### src/rtl/sal_axi_pkg.sv
`default_nettype none
// ============================================================================
//  Package  : sal_axi_pkg
//  Purpose  : Shared widths, response codes and APB register offsets for the
//             SAL write-path front end.
//  Revision : 1.0
// ============================================================================
package sal_axi_pkg;

    localparam int c_id_w   = 4;
    localparam int c_addr_w = 32;

    typedef enum logic [1:0] {
        BRESP_OKAY   = 2'b00,
        BRESP_SLVERR = 2'b10
    } bresp_t;

    localparam logic [11:0] c_reg_ctrl   = 12'h000;
    localparam logic [11:0] c_reg_status = 12'h004;
    localparam logic [11:0] c_reg_aw_cnt = 12'h008;
    localparam logic [11:0] c_reg_b_cnt  = 12'h00C;
    localparam logic [11:0] c_reg_limit  = 12'h010;

endpackage
`default_nettype wire

### src/rtl/sal_sync_fifo.sv
`default_nettype none
// ============================================================================
//  Module   : sal_sync_fifo
//  Purpose  : Single-clock first-word-fall-through FIFO with level output.
//  Revision : 1.0
// ============================================================================
module sal_sync_fifo #(
    parameter int DEPTH = 4,
    parameter int WIDTH = 8
) (
    input  logic                    clk,
    input  logic                    rst_n,
    input  logic                    push_i,
    input  logic [WIDTH-1:0]        data_i,
    input  logic                    pop_i,
    output logic [WIDTH-1:0]        data_o,
    output logic                    full_o,
    output logic                    empty_o,
    output logic [$clog2(DEPTH):0]  level_o
);

    localparam int PTR_W = $clog2(DEPTH);
    localparam int LVL_W = PTR_W + 1;
    localparam logic [LVL_W-1:0] c_depth = LVL_W'(DEPTH);

    logic [WIDTH-1:0] mem_q [DEPTH];
    logic [PTR_W-1:0] wr_ptr_q, wr_ptr_d;
    logic [PTR_W-1:0] rd_ptr_q, rd_ptr_d;
    logic [LVL_W-1:0] cnt_q, cnt_d;
    logic             w_do_push;
    logic             w_do_pop;

    assign empty_o = (cnt_q == '0);
    assign full_o  = (cnt_q == c_depth);
    assign level_o = cnt_q;
    assign data_o  = mem_q[rd_ptr_q];

    // A push at full is still taken when the head leaves in the same cycle.
    assign w_do_pop  = pop_i & ~empty_o;
    assign w_do_push = push_i & (~full_o | w_do_pop);

    always_comb begin
        wr_ptr_d = wr_ptr_q;
        rd_ptr_d = rd_ptr_q;
        cnt_d    = cnt_q;
        if (w_do_push) wr_ptr_d = wr_ptr_q + PTR_W'(1);
        if (w_do_pop)  rd_ptr_d = rd_ptr_q + PTR_W'(1);
        case ({w_do_push, w_do_pop})
            2'b10:   cnt_d = cnt_q + LVL_W'(1);
            2'b01:   cnt_d = cnt_q - LVL_W'(1);
            default: cnt_d = cnt_q;
        endcase
    end

    always_ff @(posedge clk or negedge rst_n) begin
        if (!rst_n) begin
            wr_ptr_q <= '0;
            rd_ptr_q <= '0;
            cnt_q    <= '0;
        end else begin
            wr_ptr_q <= wr_ptr_d;
            rd_ptr_q <= rd_ptr_d;
            cnt_q    <= cnt_d;
        end
    end

    always_ff @(posedge clk) begin
        if (w_do_push) mem_q[wr_ptr_q] <= data_i;
    end

endmodule
`default_nettype wire

### src/rtl/sal_axi_aw_b_apb_unit.sv
`default_nettype none
// ============================================================================
//  Module   : sal_axi_aw_b_apb_unit
//  Purpose  : SAL DDR2 write-path front end: AXI address intake, B response
//             return and APB control/statistics registers.
//  Revision : 1.0
// ============================================================================
module sal_axi_aw_b_apb_unit
    import sal_axi_pkg::*;
#(
    parameter int ID_W      = c_id_w,
    parameter int ADDR_W    = c_addr_w,
    parameter int REQ_DEPTH = 4,
    parameter int RSP_DEPTH = 4
) (
    input  logic              clk,
    input  logic              rst_n,
    input  logic              psel,
    input  logic              penable,
    input  logic              pwrite,
    input  logic [11:0]       paddr,
    input  logic [31:0]       pwdata,
    output logic [31:0]       prdata,
    output logic              pready,
    output logic              pslverr,
    input  logic              avalid,
    output logic              aready,
    input  logic [ID_W-1:0]   aid,
    input  logic [ADDR_W-1:0] aaddr,
    input  logic [7:0]        alen,
    input  logic [2:0]        asize,
    input  logic [1:0]        aburst,
    output logic              req_valid,
    input  logic              req_ready,
    output logic [ID_W-1:0]   req_id,
    output logic [ADDR_W-1:0] req_addr,
    output logic [7:0]        req_len,
    input  logic              done_valid,
    input  logic [ID_W-1:0]   done_id,
    output logic              bvalid,
    input  logic              bready,
    output logic [ID_W-1:0]   bid,
    output logic [1:0]        bresp
);

    localparam int REQ_W  = ID_W + ADDR_W + 8;
    localparam int RSP_W  = ID_W + 2;
    localparam int REQ_LW = $clog2(REQ_DEPTH) + 1;
    localparam int RSP_LW = $clog2(RSP_DEPTH) + 1;

    logic              en_q, en_d;
    logic [ADDR_W-1:0] limit_q, limit_d;
    logic              ovf_q, ovf_d;
    logic [31:0]       aw_cnt_q, aw_cnt_d;
    logic [31:0]       b_cnt_q, b_cnt_d;

    logic              w_req_full, w_req_empty;
    logic              w_rsp_full, w_rsp_empty;
    logic [REQ_LW-1:0] w_req_level;
    logic [RSP_LW-1:0] w_rsp_level;
    logic [REQ_W-1:0]  w_req_dout;
    logic [RSP_W-1:0]  w_rsp_dout;
    logic [RSP_W-1:0]  w_rsp_din;
    logic              w_in_range;
    logic              w_a_hs;
    logic              w_b_hs;
    logic              w_req_push;
    logic              w_err_push;
    logic              w_rsp_push;
    logic              w_ovf_set;
    logic              w_apb_acc;
    logic              w_apb_wr;
    logic              w_mapped;
    logic              w_apb_err;
    logic [2:0]        w_req_lvl3;
    logic [2:0]        w_rsp_lvl3;
    logic [31:0]       w_status;
    logic              unused_inputs;

    assign unused_inputs = ^{asize, aburst};

    // ------------------------------------------------------------------
    // AXI address intake and response return
    // ------------------------------------------------------------------
    assign w_in_range = (aaddr <= limit_q);

    // An out-of-range request cannot share the response FIFO with a
    // completion in the same cycle, so it is held off instead.
    assign aready = rst_n & en_q & ~w_req_full & ~w_rsp_full
                  & ~(done_valid & ~w_in_range);

    assign w_a_hs     = avalid & aready;
    assign w_req_push = w_a_hs & w_in_range;
    assign w_err_push = w_a_hs & ~w_in_range;
    assign w_rsp_push = done_valid | w_err_push;
    assign w_rsp_din  = done_valid ? {done_id, BRESP_OKAY} : {aid, BRESP_SLVERR};

    assign req_valid = ~w_req_empty;
    assign bvalid    = ~w_rsp_empty;
    assign w_b_hs    = bvalid & bready;
    assign w_ovf_set = done_valid & w_rsp_full & ~w_b_hs;

    assign {req_id, req_addr, req_len} = w_req_dout;
    assign {bid, bresp}                = w_rsp_dout;

    sal_sync_fifo #(
        .DEPTH (REQ_DEPTH),
        .WIDTH (REQ_W)
    ) u_req_fifo (
        .clk     (clk),
        .rst_n   (rst_n),
        .push_i  (w_req_push),
        .data_i  ({aid, aaddr, alen}),
        .pop_i   (req_ready),
        .data_o  (w_req_dout),
        .full_o  (w_req_full),
        .empty_o (w_req_empty),
        .level_o (w_req_level)
    );

    sal_sync_fifo #(
        .DEPTH (RSP_DEPTH),
        .WIDTH (RSP_W)
    ) u_rsp_fifo (
        .clk     (clk),
        .rst_n   (rst_n),
        .push_i  (w_rsp_push),
        .data_i  (w_rsp_din),
        .pop_i   (bready),
        .data_o  (w_rsp_dout),
        .full_o  (w_rsp_full),
        .empty_o (w_rsp_empty),
        .level_o (w_rsp_level)
    );

    // ------------------------------------------------------------------
    // APB register block
    // ------------------------------------------------------------------
    assign pready    = 1'b1;
    assign w_apb_acc = rst_n & psel & penable;
    assign w_apb_wr  = w_apb_acc & pwrite;
    assign w_mapped  = paddr inside {c_reg_ctrl, c_reg_status, c_reg_aw_cnt,
                                     c_reg_b_cnt, c_reg_limit};
    assign w_apb_err = ~w_mapped
                     | (pwrite & ((paddr == c_reg_aw_cnt) | (paddr == c_reg_b_cnt)));
    assign pslverr   = w_apb_acc & w_apb_err;

    assign w_req_lvl3 = 3'(w_req_level);
    assign w_rsp_lvl3 = 3'(w_rsp_level);
    assign w_status   = 32'({ovf_q, 1'b0, w_rsp_lvl3, 1'b0, w_req_lvl3});

    always_comb begin
        prdata = '0;
        if (w_apb_acc) begin
            case (paddr)
                c_reg_ctrl:   prdata = {31'd0, en_q};
                c_reg_status: prdata = w_status;
                c_reg_aw_cnt: prdata = aw_cnt_q;
                c_reg_b_cnt:  prdata = b_cnt_q;
                c_reg_limit:  prdata = 32'(limit_q);
                default:      prdata = '0;
            endcase
        end
    end

    // A new overflow in the same cycle as a W1C write wins.
    always_comb begin
        en_d     = en_q;
        limit_d  = limit_q;
        ovf_d    = ovf_q;
        aw_cnt_d = aw_cnt_q;
        b_cnt_d  = b_cnt_q;
        if (w_apb_wr & ~w_apb_err) begin
            case (paddr)
                c_reg_ctrl:   en_d    = pwdata[0];
                c_reg_status: if (pwdata[8]) ovf_d = 1'b0;
                c_reg_limit:  limit_d = ADDR_W'(pwdata);
                default:      en_d    = en_q;
            endcase
        end
        if (w_ovf_set) ovf_d    = 1'b1;
        if (w_a_hs)    aw_cnt_d = aw_cnt_q + 32'd1;
        if (w_b_hs)    b_cnt_d  = b_cnt_q + 32'd1;
    end

    always_ff @(posedge clk or negedge rst_n) begin
        if (!rst_n) begin
            en_q     <= 1'b1;
            limit_q  <= '1;
            ovf_q    <= 1'b0;
            aw_cnt_q <= '0;
            b_cnt_q  <= '0;
        end else begin
            en_q     <= en_d;
            limit_q  <= limit_d;
            ovf_q    <= ovf_d;
            aw_cnt_q <= aw_cnt_d;
            b_cnt_q  <= b_cnt_d;
        end
    end

endmodule
`default_nettype wire

### config.mk
export PLATFORM = sky130hd
export DESIGN_NAME = sal_axi_aw_b_apb_unit
export DESIGN_NICKNAME = d
export VERILOG_FILES = /design/src/rtl/sal_axi_pkg.sv /design/src/rtl/sal_sync_fifo.sv /design/src/rtl/sal_axi_aw_b_apb_unit.sv
export SDC_FILE = /design/constraint.sdc
export NUM_CORES = 1
export LEC_CHECK = 0
export CORE_UTILIZATION = 40
export DETAILED_ROUTE_END_ITERATION = 8
export SETUP_SLACK_MARGIN = 0.3
export SYNTH_ARGS = -nofsm -noshare
export SYNTH_HDL_FRONTEND = slang
export SYNTH_HIERARCHICAL = 1
export SYNTH_SLANG_ARGS = --single-unit
export TNS_END_PERCENT = 5
### constraint.sdc
create_clock -name clk -period 9.4 [get_ports clk]
set_input_delay 0.94 -clock clk [delete_from_list [all_inputs] [get_ports clk]]
set_output_delay 0.94 -clock clk [all_outputs]
set_load 0.02 [all_outputs]
==> impl_metrics.toml <==
# generated from flow reports
[setup_path]
path_cells = "clkdlybuf4s50_1, nor4_1, nand3_1, nor2_2, nand2_1, nor2_1, a21oi_1, nor2_1, clkdlybuf4s50_1"
r2r-start = "limit_q[15]$_DFFE_PN1P_"
cp-startpoint = "paddr[7]"
cp-start-kind = "input pin"
endpoint = "prdata[31]"
r2r-end = "u_req_fifo/mem_q[0][8]$_DFFE_PP_"
critPathRequiredTime_ps = 8460
cp.arrival_ps = 3970
path_depth = 9
crit_path_max_incr_delay_ps = 650
ff2ff_path_depth = 12
worst_path_dominant_cell_family = "simple AND/OR/NAND/NOR gates"
endpoint_kind = "output port"

[detailed_routing]
drc = 0
vias = 8815
m1WireLength_um = 15300
drtPass1Iterations = 5
wl_met2_um = 15880
routed_via_density = 5.185
wl_per_cell_um = 19.56
drt_iter0_markers = 495
met3WireLength_um = 1279

[cells_and_area]
antennaDiodeCount = 0
seq_share_pct = 50.47
fin_area_um2 = 17540
area_growth_pct = 23.28
comb_share_pct = 28.19
num-nonclk-buffers = 197
logic_area_um2 = 4945
inverters = 55
logic_gate_count = 617
seq_cells = 312
drive_gt1_share_pct = 14.70
n_clock_buffer = 51

[clocking]
cts_buffers = 35
clkTransAtPathRegs_ps = 60
clock-sinks = 312
post_cts_buffers = 0
clockBufferDepth = 3
h-tree-depth = 2
cts_hold_buf = 0
clk_latency_ps = 510

[final_timing]
report.final.slew_viol_count = 0
worst_clock_skew_ps = 21.13
fin_setup_tns_ps = 0
rsz0062_at_grt = "no"
finalHoldViolCount = 0
worstMarginPinSlew_ps = 1042
finalSetupViolCount = 0
fmax_mhz = 203.8
worst_slew_margin_rel_pct = 30.38

[status]
status = "completed"

[power_and_ir_drop]
clockPowerShare_pct = 32.2
report.power.total_w = 0.003807
p_seq_w = 0.00165
power_leader = "registers"
clk-power_w = 0.00123
p_per_area_nw_per_um2 = 217.0
powerComb_w = 0.000925
sequentialPowerShare_pct = 43.4
power.leakage_nw = 6.710
switching_share_pct = 27.85
vdd_drop_max_mv = 0.1082

[synthesis]
yosys_cells = 1025
synth-async-reset-ratio_pct = 35.90
ys_types = 62
top_cell = "edfxtp_1"
top_area_cell = "edfxtp_1"
top_logic_kind = "multiplexers"
synth.top_cells.by_count = "edfxtp_1, nor2_1, dfrtp_1, nand2_1, inv_1"
synthXorXnorAreaFrac_pct = 4.493
yosysSeqAreaShare_pct = 62.19
synth_top_area_share_pct = 42.21
syn-cell-area_um2 = 14230
synth_cells = 1025
synth-area-yosys_um2 = 14230
compound_area_share_pct = 4.739

[floorplan]
io_pins = 193
initCoreUtil_pct = 40.89
die_x_um = 190.6
dieArea_um2 = 36330
core-area_um2 = 34800
taps = 455

[place]
numPortBuffers = 186
place.detailed.hpwl_um = 22970
place_area_um2 = 16510
gp_congestion = 0.8182

[global_route]
grt_first_pass_wirelength_um = 51380
grt_max_degree = 65
track_usage_pct = 18.53
gr-max-usage-layer = "met2"
grt_overflow = 0
use_met3_pct = 2.227
grt_use_met1_pct = 25.93
grt_pass1_vias = 9106

[worst_hold_path]
hold_depth = 1
hold_end = "aw_cnt_q[31]$_DFFE_PN0N_"
hp-class = "reg -> reg"
hold_start = "aw_cnt_q[31]$_DFFE_PN0N_"

[job]
drv_cap = 0
[stage by stage]
stage | std cells | hold WS (ps) | worst slack [ps]
2_1_floorplan | 1028 | 441.0 | 5671
4_1_cts | 1700 | 470.6 | 4483
5_1_grt | 1700 | 488.9 | 4158
3_5_place_dp | 1636 | 461.3 | 4503
3_3_place_gp | 1636 | 455.8 | 4507
6_report | 1700 | 467.1 | 4492
[registers in the layout, indices dropped and copies added, names as in the netlist]
name / count
aw_cnt_q: 32
b_cnt_q: 32
en_q: 1
limit_q: 32
ovf_q: 1
u_req_fifo/level_o: 3
u_req_fifo/mem_q: 176
u_req_fifo/rd_ptr_q: 2
u_req_fifo/wr_ptr_q: 2
u_rsp_fifo/level_o: 3
u_rsp_fifo/mem_q: 24
u_rsp_fifo/rd_ptr_q: 2
u_rsp_fifo/wr_ptr_q: 2
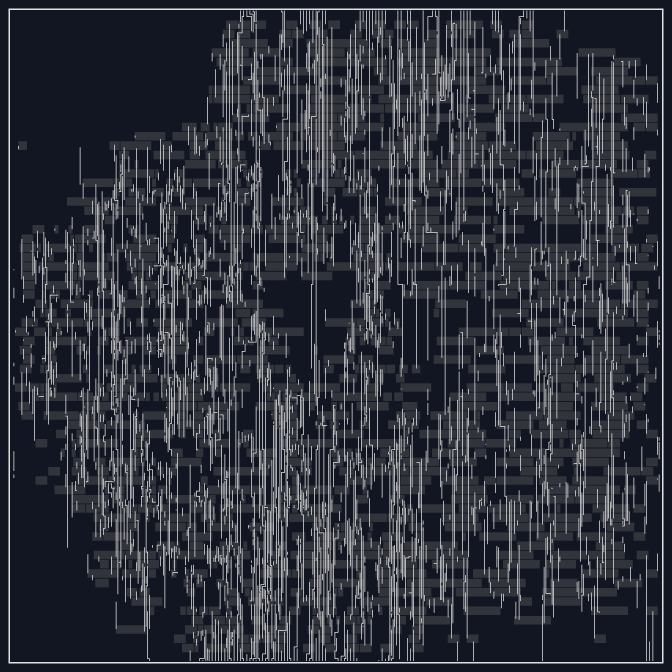
(the metal 2 layer)
nets with wire on the layer	1,161
wire length on this layer	15,900 um
main direction	vertical
longest straight run	63.7 um
share of all routed wire	48%

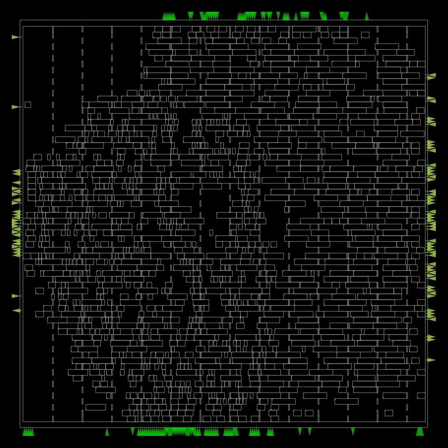
(placement view)
final core utilization: 50.41%
cell row count: 68
number of fill cells: 3,009
final non-filler cell total: 1,700

